File: src/rtl/cpu_pkg.sv
// Shared CPU definitions: instruction field layout, architectural sizes and
// opcode values that must match the Execution stage.
package cpu_pkg;

  localparam int unsigned NREGS = 32;
  localparam int unsigned XLEN  = 32;
  localparam int unsigned ILEN  = 32;

  // Instruction field bit positions
  localparam int unsigned OPC_MSB = 31;
  localparam int unsigned OPC_LSB = 25;
  localparam int unsigned DST_MSB = 24;
  localparam int unsigned DST_LSB = 20;
  localparam int unsigned RS1_MSB = 19;
  localparam int unsigned RS1_LSB = 15;
  localparam int unsigned RS2_MSB = 14;
  localparam int unsigned RS2_LSB = 10;
  localparam int unsigned OFF_MSB = 9;
  localparam int unsigned OFF_LSB = 0;

  // Opcode values shared with Execution
  typedef enum logic [6:0] {
    OP_ADD = 7'h00,
    OP_SUB = 7'h01
  } opcode_e;

  // Decoded view of one instruction word
  typedef struct packed {
    logic [6:0] opcode;
    logic [4:0] dst;
    logic [4:0] rs1;
    logic [4:0] rs2;
    logic [9:0] offsetlo;
  } instr_fields_t;

  // Split an instruction word into its fields
  function automatic instr_fields_t decode_fields(input logic [ILEN-1:0] w);
    instr_fields_t f;
    f.opcode   = w[OPC_MSB:OPC_LSB];
    f.dst      = w[DST_MSB:DST_LSB];
    f.rs1      = w[RS1_MSB:RS1_LSB];
    f.rs2      = w[RS2_MSB:RS2_LSB];
    f.offsetlo = w[OFF_MSB:OFF_LSB];
    return f;
  endfunction

endpackage

File: src/rtl/regfile.sv
// Register file: two combinational read ports, one synchronous write port.
// r0 always reads zero and ignores writes. Contents are not reset.
// Optional DECODE_WB_BYPASS_EN: a read of the register being written this
// cycle returns the write data instead of the stored value.
module regfile
  import cpu_pkg::*;
#(
  parameter int unsigned NREGS = cpu_pkg::NREGS,
  parameter int unsigned XLEN  = cpu_pkg::XLEN
) (
  input  logic            clk,
  input  logic [4:0]      raddr1_i,
  input  logic [4:0]      raddr2_i,
  output logic [XLEN-1:0] rdata1_o,
  output logic [XLEN-1:0] rdata2_o,
  input  logic            we_i,
  input  logic [4:0]      waddr_i,
  input  logic [XLEN-1:0] wdata_i
);

  logic [XLEN-1:0] mem_q [NREGS];

  // Write port; index 0 is never stored
  always_ff @(posedge clk) begin
    if (we_i && (waddr_i != '0)) begin
      mem_q[waddr_i] <= wdata_i;
    end
  end

  // Read port 1
  always_comb begin
    rdata1_o = mem_q[raddr1_i];
`ifdef DECODE_WB_BYPASS_EN
    if (we_i && (waddr_i == raddr1_i)) rdata1_o = wdata_i;
`endif
    if (raddr1_i == '0) rdata1_o = '0;
  end

  // Read port 2
  always_comb begin
    rdata2_o = mem_q[raddr2_i];
`ifdef DECODE_WB_BYPASS_EN
    if (we_i && (waddr_i == raddr2_i)) rdata2_o = wdata_i;
`endif
    if (raddr2_i == '0) rdata2_o = '0;
  end

endmodule

File: src/rtl/decode_stage.sv
// Decode stage: single-entry holding register fed by fetch over valid/ready,
// scoreboard of pending writes, register-file read and a registered operand
// bundle for Execution.
// Optional DECODE_WB_BYPASS_EN: a source being written back this cycle is not
// a hazard and its value is forwarded, so the dependent issues one cycle earlier.
module decode_stage
  import cpu_pkg::*;
#(
  parameter int unsigned NREGS = cpu_pkg::NREGS,
  parameter int unsigned XLEN  = cpu_pkg::XLEN
) (
  input  logic            clk,
  input  logic            rst_n,
  input  logic            instr_valid,
  input  logic [31:0]     instr,
  output logic            instr_ready,
  input  logic            flush,
  input  logic            wb_en,
  input  logic [4:0]      wb_dst,
  input  logic [XLEN-1:0] wb_data,
  output logic            ex_valid,
  output logic [6:0]      opcode,
  output logic [4:0]      dstout,
  output logic [XLEN-1:0] src1,
  output logic [XLEN-1:0] src2,
  output logic [9:0]      offsetlo,
  output logic            stall
);

  instr_fields_t   hold_q, hold_d;
  logic            hold_valid_q, hold_valid_d;
  logic [NREGS-1:0] pend_q, pend_d;
  logic [NREGS-1:0] wb_clr;
  logic [NREGS-1:0] pend_chk;
  logic            hazard, issue, accept;
  logic [XLEN-1:0] rd1, rd2;

  logic            ex_valid_q;
  logic [6:0]      opcode_q;
  logic [4:0]      dst_q;
  logic [XLEN-1:0] src1_q, src2_q;
  logic [9:0]      off_q;

  regfile #(
    .NREGS(NREGS),
    .XLEN (XLEN)
  ) u_regfile (
    .clk     (clk),
    .raddr1_i(hold_q.rs1),
    .raddr2_i(hold_q.rs2),
    .rdata1_o(rd1),
    .rdata2_o(rd2),
    .we_i    (wb_en),
    .waddr_i (wb_dst),
    .wdata_i (wb_data)
  );

  // One-hot of the register retiring this cycle
  always_comb begin
    wb_clr = '0;
    if (wb_en) wb_clr[wb_dst] = 1'b1;
  end

  // Hazard detection and handshake
  always_comb begin
`ifdef DECODE_WB_BYPASS_EN
    pend_chk = pend_q & ~wb_clr;
`else
    pend_chk = pend_q;
`endif
    hazard      = hold_valid_q & (pend_chk[hold_q.rs1] | pend_chk[hold_q.rs2]);
    issue       = hold_valid_q & ~hazard & ~flush;
    instr_ready = (~hold_valid_q | issue) & ~flush;
    accept      = instr_valid & instr_ready;
  end

  // Next state of the holding register
  always_comb begin
    hold_d       = hold_q;
    hold_valid_d = hold_valid_q;
    if (accept) begin
      hold_d       = decode_fields(instr);
      hold_valid_d = 1'b1;
    end else if (issue || flush) begin
      hold_valid_d = 1'b0;
    end
  end

  // Scoreboard next state: clear on writeback, then set on issue so the set wins
  always_comb begin
    pend_d = pend_q & ~wb_clr;
    if (issue && (hold_q.dst != '0)) pend_d[hold_q.dst] = 1'b1;
    pend_d[0] = 1'b0;
  end

  // Holding register and scoreboard state
  always_ff @(posedge clk or negedge rst_n) begin
    if (!rst_n) begin
      hold_q       <= '0;
      hold_valid_q <= 1'b0;
      pend_q       <= '0;
    end else begin
      hold_q       <= hold_d;
      hold_valid_q <= hold_valid_d;
      pend_q       <= pend_d;
    end
  end

  // Output bundle to Execution, loaded on issue; valid lasts one cycle
  always_ff @(posedge clk or negedge rst_n) begin
    if (!rst_n) begin
      ex_valid_q <= 1'b0;
      opcode_q   <= '0;
      dst_q      <= '0;
      src1_q     <= '0;
      src2_q     <= '0;
      off_q      <= '0;
    end else begin
      ex_valid_q <= issue;
      if (issue) begin
        opcode_q <= hold_q.opcode;
        dst_q    <= hold_q.dst;
        src1_q   <= rd1;
        src2_q   <= rd2;
        off_q    <= hold_q.offsetlo;
      end
    end
  end

  assign ex_valid = ex_valid_q;
  assign opcode   = opcode_q;
  assign dstout   = dst_q;
  assign src1     = src1_q;
  assign src2     = src2_q;
  assign offsetlo = off_q;
  assign stall    = hazard;

endmodule

File: config.mk
export PLATFORM = sky130hd
export DESIGN_NAME = decode_stage
export DESIGN_NICKNAME = d
export VERILOG_FILES = /design/src/rtl/cpu_pkg.sv /design/src/rtl/regfile.sv /design/src/rtl/decode_stage.sv
export SDC_FILE = /design/constraint.sdc
export NUM_CORES = 2
export LEC_CHECK = 0
export CAP_MARGIN = 20
export CORE_MARGIN = 4
export CORE_UTILIZATION = 62
export CTS_CLUSTER_DIAMETER = 60
export CTS_CLUSTER_SIZE = 25
export DETAILED_ROUTE_END_ITERATION = 8
export GPL_ROUTABILITY_DRIVEN = 0
export HOLD_SLACK_MARGIN = 0.08
export PLACE_DENSITY = 0.76
export REMOVE_ABC_BUFFERS = 1
export SYNTH_ARGS = -nofsm -noshare
export SYNTH_HDL_FRONTEND = slang
export SYNTH_SLANG_ARGS = --single-unit
File: constraint.sdc
create_clock -name clk -period 3.38 [get_ports clk]
set_clock_uncertainty 0.15 [all_clocks]
set_input_delay 0.338 -clock clk [delete_from_list [all_inputs] [get_ports clk]]
set_output_delay 0.338 -clock clk [all_outputs]
set_load 0.05 [all_outputs]
Figure 1. Clock nets.
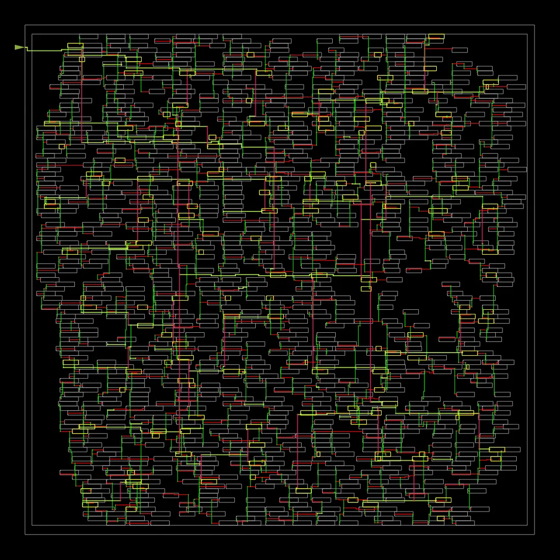
clock buffers: 91
cts bufs inserted: 82
Skew-Pair Late Insertion Delay: 0.68 ns
CTS sink count: 1,175
sequential cell count: 1,175

Figure 2. Cell sizes after repair.
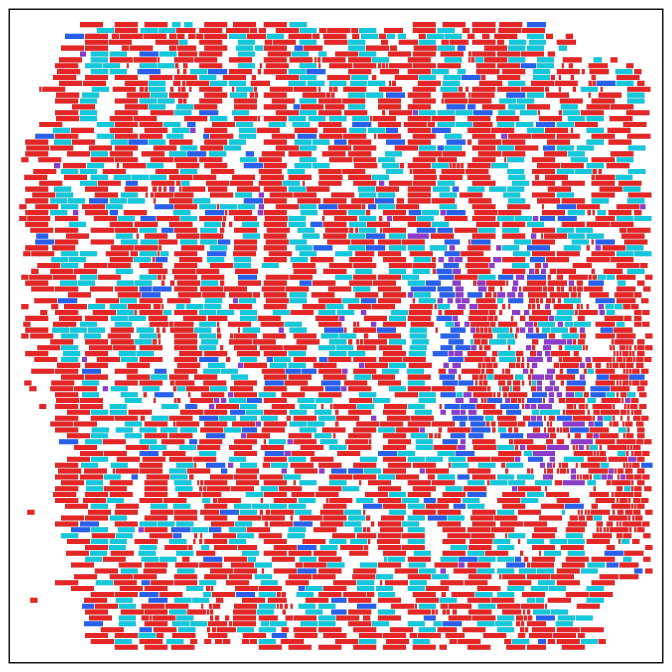
| color | size | cells | share |
|---|---|---|---|
| red | drive 1 or less | 1,842 | 63% |
| purple | drive 3 to 4 | 162 | 5.5% |
| blue | drive 6 and up | 200 | 6.8% |
| cyan | drive 2 | 723 | 25% |

==> results.json <==
{
  "ys_cells": 2626,
  "dpl-instance-area_sq_um": 58000,
  "ys_sh_simple_pct": 2.12,
  "p_leak_nw": 19.7,
  "post_drt_wl_per_cell_um": 37.9,
  "io_pins": 163,
  "grt_pass1_wl_mm": 223,
  "die_w_um": 302,
  "avgSynthCellArea_sq_um": 20.4,
  "cp.depth": 8,
  "path_max_fanout": 6,
  "worstPathRequired_ns": 2.89,
  "dieArea_sq_um": 91100,
  "cp-end-kind": "output pin",
  "warnings": 26,
  "arrival_ns": 2.88,
  "r2r-start": "hold_q[12]$_DFFE_PN0P_",
  "rsz0062_at_grt": "true",
  "hp-class": "input pin to async pin",
  "topCombFamilyByArea": "multiplexers",
  "numPortBuffers": 162,
  "tightest_slew_ns": 1.08,
  "postRouteAntennaNets": 0,
  "edf_count": 1024,
  "async_flop_share_pct": 12.9,
  "status": "complete, no violations",
  "area_leaders": "edfxtp_1 57%, mux4_2 27%, dfrtp_1 7.1%, mux2_2 1.1%, nand2_1 0.97%",
  "maxSlewHeadroom_pct": 27.7,
  "hold_slack_ns": 0.0833,
  "path_buffers": 2,
  "drt_iter0_markers": 5123,
  "vias": 31200,
  "syn_area_sq_um": 53600,
  "placed_cells": 3905,
  "clockRootBuffer": "clkbuf_16"
}
Figure 3. Clock wires, drivers and flops.
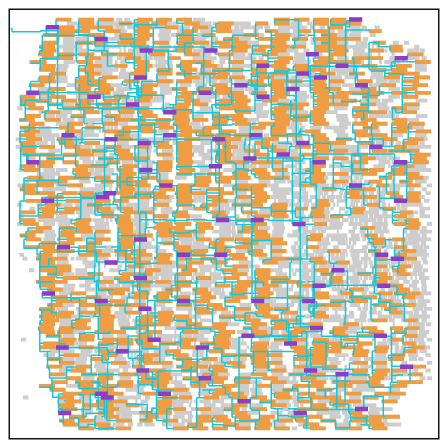
[cyan] clock wires | length: 12,300 um
[purple] cells driving clock nets | count: 82
[orange] flip-flops | count: 1,175
flops lie: widely spread
routed clock nets: 83

Figure 4. Met1 routing.
Supply wires on this layer in gray.
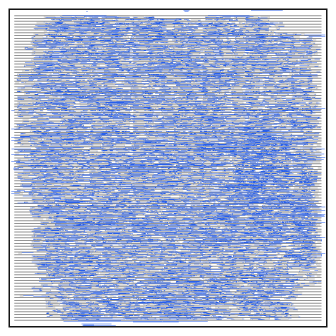
longest straight run: 93.8 um
share of all routed wire: 35%
main direction: horizontal

## synth_stat cells (9+ instances only)
| master | instances |
|---|---|
| mux4_2 | 653 |
| a31oi_1 | 33 |
| nor2b_1 | 36 |
| edfxtp_1 | 1024 |
| buf_2 | 30 |
| a21oi_1 | 64 |
| o41ai_1 | 23 |
| nor2_1 | 42 |
| dfrtp_1 | 151 |
| o221ai_1 | 33 |
| clkbuf_1 | 132 |
| o21ai_0 | 69 |
| inv_1 | 37 |
| buf_4 | 9 |
| mux2_2 | 54 |
| nand2_1 | 139 |
| buf_1 | 44 |
## placed cells by master (no fill, tap or decap), types with 34 or more instances in the layout
cell type and count:
o21ai_0 68, buf_4 111, clkdlybuf4s50_1 159, inv_1 35, clkbuf_16 88, edfxtp_1 1024
nor2b_1 34, buf_12 55, mux4_2 653, dfrtp_1 142, a21oi_1 64, mux2_2 54
nand2_1 139
## logic make-up (layout without fill, tap and decap cells)
logic type	after synthesis	in the layout
AOI/OAI and AO/OA	230	230
buffers and inverters	253	523
DFF	1175	1175
muxes	718	718
other	1	37
and+or+nand+nor	249	249
## per-layer routing
metal	vias to the layer above	track usage, %	part of all wire [%]
li1	11700	-	-
met1	16400	49.2	35
met2	2645	53.8	48
met3	407	8.40	13
met4	0	13.1	4.2
met5	-	0	0
## sequential cells by signal (all words and copies together) (netlist names), 5 cells and up
register,flops
src2,32
offsetlo,10
pend_chk,31
u_regfile.mem_q,1024
hold_q,32
dstout,5
opcode,7
src1,32
## worst reg2reg max path: cells and delay by family, from the launching register on
| kind | cells | cell delay, ns |
|---|---|---|
| AOI/OAI and AO/OA | 2 | 0.32 |
| buffers and inverters | 2 | 0.83 |
| DFF | 1 | 0.78 |
| muxes | 2 | 0.87 |
| and+or+nand+nor | 1 | 0.15 |
## timing repair
action | 4_1_cts | 5_1_grt
cloned | 1 | 0
gates resized | 8 | 1
setup endpoints to repair | 2 | 2
hold endpoints to repair | 93 | 0
hold buffers | 1 | 0
buffers inserted | 10 | 0
pin swaps | 1 | 1
## worst max-delay path by stage
stage	start	endpoint	slack (ns)
floorplan	hold_q[10]$_DFFE_PN0P_	instr_ready	-11.84
global placement	hold_q[10]$_DFFE_PN0P_	src1[18]$_DFFE_PN0P_	0.21
detailed placement	hold_q[12]$_DFFE_PN0P_	src2[4]$_DFFE_PN0P_	0.21
CTS	hold_q[10]$_DFFE_PN0P_	instr_ready	0.01
global route	hold_q[10]$_DFFE_PN0P_	instr_ready	-0.05
finish	hold_q[10]$_DFFE_PN0P_	instr_ready	0.01
## where the power goes
group / switching, mW / internal (mW) / total, mW
logic: 12.4 / 11.2 / 23.6
registers: 1.14 / 16.8 / 18.0
clock network: 5.76 / 5.32 / 11.1
## area by class of cell
class / instances / area (sq um)
antenna: 5 / 12.5
fill: 4994 / 24200
multi-input combinational: 1229 / 18400
timing repair buffer: 331 / 3630
sequential: 1175 / 34600
tap: 1144 / 1430
clock inverter: 63 / 836
inverter: 38 / 144
clock buffer: 91 / 2210
## metrics by stage
stage	TNS, ns	setup WS [ns]
detailed placement	0	0.214
floorplan	-1615.96	-11.84
global placement	0	0.212
finish	0	0.0131
CTS	0	0.0119
global route	-0.0828	-0.0509
No activity file was given, so power comes from the tool's default toggle rates.
